Design router_reg_gen, sky130hd; sources not shown.
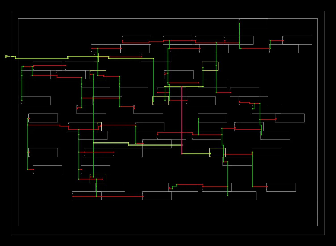
(run_1/final_clocks.png)
clk ins delay skew pair: 310 ps
CTS sink count: 54
flip-flops: 54
clock buffers: 7
clock distribution power: 0.656 mW

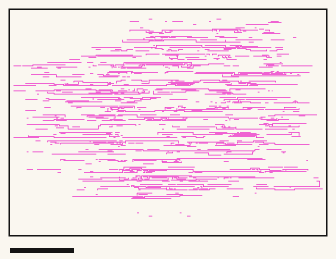
(run_1/met1.png)
Bar = 20 um.
257 nets have wire on it. The layer carries 3010 um of wire. The wires run mostly horizontal. The layer holds 55% of the routed length. The longest straight run is 35.0 um.
GR Util met1: 0.2703
Total Wirelength: 5487 um
DR vias: 1776

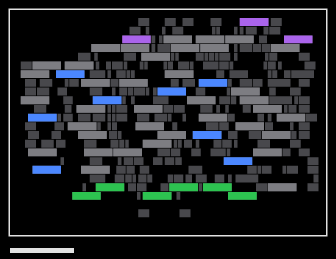
(run_1/registers.png)
Bar = 20 um. Other sequential cells in the stronger grey, the rest of the logic in the fainter grey.
Purple shows `dest_onehot`, sequential cells 3. Green shows `u_chk_acc.r_pay_cnt`, sequential cells 6, where south. Blue shows `u_chk_acc.r_chk_int`, sequential cells 8.
Seq power: 1.48 mW
Seq/total area: 0.4364
Register Area: 0.001351 mm^2
Util after Layout: 0.5030

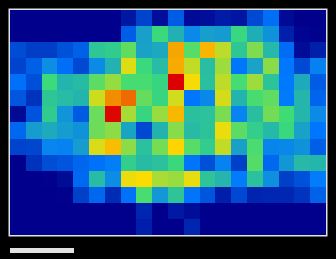
(run_1/wire_density.png)
Bar = 20 um. 20 x 14 tiles, from dark blue (low) to red (high), scaled to the fullest tile. Values are wire area over tile area, all layers added.
The emptiest ninth of the die: south-west. 22% of the tiles are nearly empty. The fullest tile reaches 0.42. The densest ninth of the die: centre. The mean over all tiles is 0.12. 20% of the tiles are over half the peak.
wire per inst: 15.68 um
GRT Util Overall: 0.1687

==> impl_metrics.py, run 1 <==
# Generated from Yosys and OpenROAD reports
metrics = {
    "layout": {
        "logic_gate_count": 157,
        "final_cell_mix": "dfrtp_1, nor2_1, clkdlybuf4s50_1, nand2_1, mux2_2",
        "bufAreaShareNonClock": 0.1511,
        "clock_area_frac": 0.02465,
        "fin_nets": 291,
        "drive_above_1_share": 0.1471,
    },
    "floorplan": {
        "die_w_um": 98.82,
        "pin_count": 34,
        "row_count": 24,
        "n_tap_cell": 78,
        "chipArea_mm2": 0.006954,
    },
    "synth": {
        "ys_seq_frac": 0.5368,
        "floorplan.nets": 248,
        "ys_cells": 229,
        "ys_sh_xor": 0.09046,
        "top_cell": "dfrtp_1",
        "ys_sh_adder": 0.004970,
        "common_cells": "dfrtp_1, nor2_1, nand2_1, mux2_2, xor2_1",
        "ys_sh_mux": 0.1024,
        "numSynthFlops": 54,
    },
    "clock_tree": {
        "cts-root-buf": "clkbuf_8",
        "cts-buffers-inserted": 5,
        "htree_levels": 2,
        "clock_path_buffers": 2,
        "cts_tree": "yes",
        "cts.clk_slew.worst_paths_ps": 90,
    },
    "pwr": {
        "swShare": 0.2776,
        "combPwrFrac": 0.211,
        "p_per_area_mw_per_mm2": 874.7,
        "power.leakage_nw": 1.407,
        "switching_power_mw": 0.7521,
    },
    "timing": {
        "tightestPinTransition_ps": 432.4,
        "worst_slew_margin_rel": 0.7108,
        "fin_crit_ps": 1620,
        "hold_violations": 0,
        "finalMaxSlewViolations": 0,
    },
    "grt": {
        "top_usage_layer": "met1",
        "grt_max_degree": 29,
        "antenna_found_initial": 0,
        "grt-ovfl-total": 0,
        "met2_usage": 0.2200,
        "use_met3": 0.05405,
    },
    "routing": {
        "final_antenna_net_count": 0,
        "top_layer": "met4",
    },
    "critical_path": {
        "start_kind": "flop",
        "path_class": "reg2out",
        "worstPathMaxFanout": 6,
        "arrival_ps": 1340,
    },
    "outcome": {
        "outcome": "complete, no violations",
    },
    "hold_path": {
        "hold_class": "in2async",
    },
}
run 1: power groups by stage:
stage	Combinational (mW)	Sequential (mW)	Clock, mW
after floorplan	0.308	1.50	0
after global placement	0.567	1.50	0
after detailed placement	0.575	1.51	0
after CTS	0.580	1.48	0.672
after global routing	0.635	1.50	0.730
final	0.573	1.48	0.656
run 1: through the flow:
step	setup slack [ps]	hold WS (ps)	cells	util	total power [mW]
floorplan	374.4	-215.6	229	-	1.807
global placement	89.23	-27.41	342	0.4890	2.068
detailed placement	64.20	-22.30	342	0.4890	2.082
CTS	169.0	166.3	350	0.5030	2.735
global route	110.3	174.2	350	0.5030	2.866
finish	179.8	165.6	350	0.5030	2.709
==> inputs of run 2 (changes only) <==
==> constraint.sdc (replaced) <==
create_clock -name clk -period 1.8 [get_ports clk]
set_clock_uncertainty 0.1 [all_clocks]
set_input_delay 0.45 -clock clk [delete_from_list [all_inputs] [get_ports clk]]
set_output_delay 0.45 -clock clk [all_outputs]
set_load 0.01 [all_outputs]
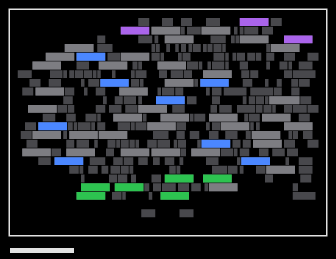
(run_2/registers.png)
Bar = 20 um. Other sequential cells in the stronger grey, the rest of the logic in the fainter grey.
Blue shows `u_chk_acc.r_chk_int`, sequential cells 8. Purple shows `dest_onehot`, sequential cells 3. Green shows `u_chk_acc.r_pay_cnt`, sequential cells 6, where south.
Another 37 sequential cells are not coloured.
Seq power: 1.47 mW
Util after Layout: 0.5278

==> run 2 against run 1 <==
Compared with the run above:
- sequential share of layout area fell by 2.0 points
- register-to-register slack barely moved
- die area did not move
- clock power fell by 1%
- cell area rose by 4.9%
- largest power group unchanged
- synthesized cell count did not move
- critical path depth did not move
==> impl_metrics.py, run 2 <==
# Generated from Yosys and OpenROAD reports
metrics = {
    "outcome": {
        "outcome": "complete, no violations",
    },
    "critical_path": {
        "start_kind": "flop",
        "arrival_ps": 1210,
    },
    "timing": {
        "tightestPinTransition_ps": 419.9,
        "finalMaxSlewViolations": 0,
        "fin_crit_ps": 1759,
    },
    "layout": {
        "seq_area_mm2": 0.001353,
        "drive_above_1_share": 0.2042,
        "fin_cells": 367,
    },
    "grt": {
        "grt-ovfl-total": 0,
        "top_usage_layer": "met2",
        "met2_usage": 0.2560,
        "use_met1": 0.2531,
        "grt_use_total": 0.1751,
        "antenna_found_initial": 0,
    },
    "clock_tree": {
        "cts.clk_slew.worst_paths_ps": 90,
        "clkSinkCount": 54,
        "htree_levels": 2,
        "clock_path_buffers": 2,
    },
    "synth": {
        "ys_cells": 229,
        "top_cell": "dfrtp_1",
        "floorplan.nets": 248,
    },
    "pwr": {
        "total_power_mw": 2.734,
        "swShare": 0.2753,
        "clk-power_mw": 0.648,
        "power.leakage_nw": 1.619,
    },
    "placed_design": {
        "dp_worst_setup_slack_ps": -182.8,
        "dp.cells": 359,
    },
    "routing": {
        "final_antenna_net_count": 0,
        "num_vias": 1863,
    },
    "floorplan": {
        "chipArea_mm2": 0.006954,
        "row_count": 24,
    },
}
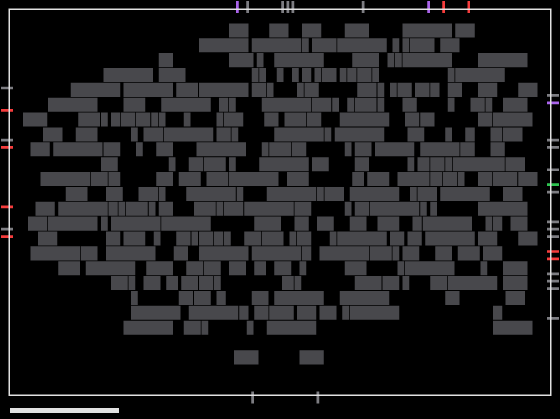
(run_2/pins.png)
Bar = 20 um. Pins as bars across the die edge, other pins in grey.
Green shows `fifo_full`, pins 1, direction input, edge east. Purple shows `dest_onehot`, pins 3, direction output, edge 2 north, 1 east. Red shows `data_in`, pins 8, direction input, edge 4 west, 2 north, 2 east.
All pins by edge: 16 east, 9 north, 7 west, 2 south.
Die X: 98.82 um
die height: 70.38 um
Buffers on Ports: 33

run 2: cell type report:
| cell class | count | share of cell area |
|---|---|---|
| sequential | 54 | 0.4162 |
| clock buffer | 7 | 0.02349 |
| timing repair buffer | 62 | 0.1906 |
| multi-input combinational | 157 | 0.3292 |
| tap | 78 | 0.03003 |
| inverter | 9 | 0.01040 |
run 2: timing repair:
| action | 4_1_cts | 5_1_grt |
|---|---|---|
| hold buffers | 0 | 0 |
| resized | 2 | 11 |
| cloned | 0 | 0 |
| endpoints found under the setup margin | 2 | 11 |
| setup buffers | 1 | 0 |
run 2: kinds of logic after synthesis:
family,after synthesis
AOI/OAI and AO/OA,37
xor gates and xnor gates,26
adders and majority gates,1
buffers and inverters,18
DFF,54
muxes,23
and+or+nand+nor,70
Power is estimated from default activity; no workload was simulated.
